### Gate-type map

Scale bar: 20 um.
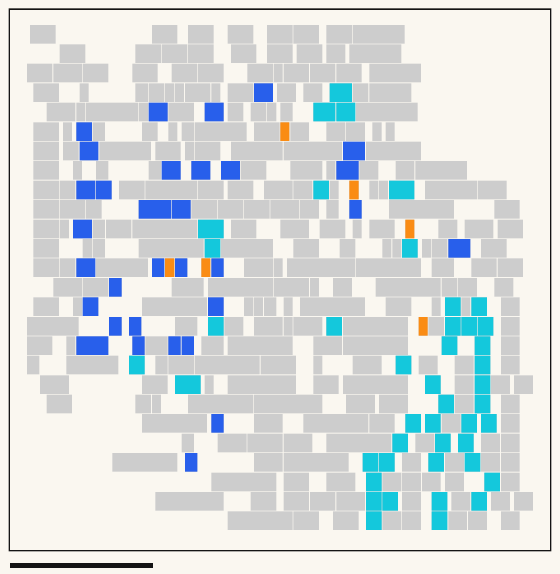
### Sequential cells coloured by netlist name

Other sequential cells in the stronger grey, the rest of the logic in the fainter grey.
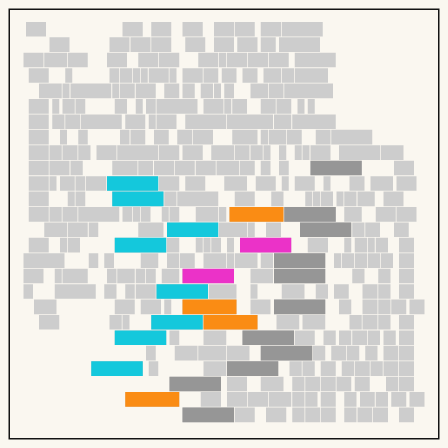
### Clock wiring as the flow saved it

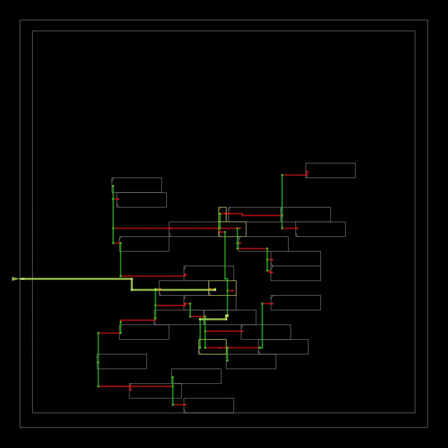
Design fx2_chan_router, sky130hd; sources not shown.
==> Slide: Implementation Results <==
Physical Implementation Snapshot

Placed design
  – Post-DP HPWL: 4790 um
  – Area post-placement: 3290 um^2
  – Number of buffers inserted by port buffering: 108
  – Placed cell count: 406

Final timing
  – Final setup viols: 0
  – Tcrit/Tclk final: 96.4%
  – Slew @ Worst Pin: 0.564 ns

Status
  – Outcome: completed

Floorplan
  – Core area: 5010 um^2
  – # IOs: 109
  – Chip area: 5690 um^2

Worst setup path
  – Worst Path Required: 2.88 ns
  – Max incr delay on CP: 0.60 ns
  – Worst Path Buf+Inv: 3
  – Startpoint class of the critical path: input pin

Power and ir drop
  – NetSw: 258 uW
  – Tot Pwr: 831 uW

Yosys
  – Synth Flop Type: dfrtp_1
  – Synth flops: 25
  – Seq/Total Area, Yosys: 31.7%
  – Top cell type by instance count after synthesis: and2_1
  – FFs w/ async S/R, synth: 100%

Final layout
  – Area grow syn2layout: 67.5%

Clock tree
  – CTS tree: built
  – Post-CTS sizing: 0
  – Clk Tree Root Cell: clkbuf_8

GRT
  – Vias in the first global route: 2071
About 'Gate-type map':
Key: inverting AOI/OAI gates = blue [cells 32]; AND and OR gates = cyan [cells 44]; inverters = orange [cells 6]
Non-Filler Instances: 410
most frequent logic cell in the layout: clkdlybuf4s50_1

About 'Sequential cells coloured by netlist name':
Key: `drop_q` = cyan [flops 8]; `stat_q` = magenta [flops 2]; `mask_q` = orange [flops 4]
Flop area: 631 um^2
Layout Utilization: 66.6%
Seq power: 396 uW
fraction of area in registers: 18.9%

About 'Clock wiring as the flow saved it':
Clk power: 162 uW
setup skew after layout: 0.00235 ns
Latency at later pin: 0.26 ns
# clk buffers: 4
number of CTS-inserted buffers: 3

logic make-up (layout without fill, tap and decap cells):
logic type,count (synthesis),after routing,synth area share [%]
compound gates,33,33,10.7
xor+xnor,3,3,1.32
fa+ha+maj,2,2,1.63
buf+inv,19,130,4.08
flops,25,25,31.7
mux,36,36,20.1
simple gates,111,111,30.5
layer usage:
| layer | up-vias | GRT usage [%] | wire [um] |
|---|---|---|---|
| met4 | 0 | 2.14 | 0 |
| li1 | 1029 | - | - |
| met3 | 0 | 5.69 | 471 |
| met1 | 983 | 24.8 | 2350 |
| met5 | - | 0 | 0 |
| met2 | 69 | 39.0 | 3000 |
area by class of cell:
type	instances	area (um^2)
multi-input combinational	185	1350
timing repair buffer	120	1200
sequential	25	631
tap	70	87.6
clock buffer	4	45.0
inverter	6	22.5
fill	410	1670
Power figures rest on the tool's default switching activity, not on a simulated workload.
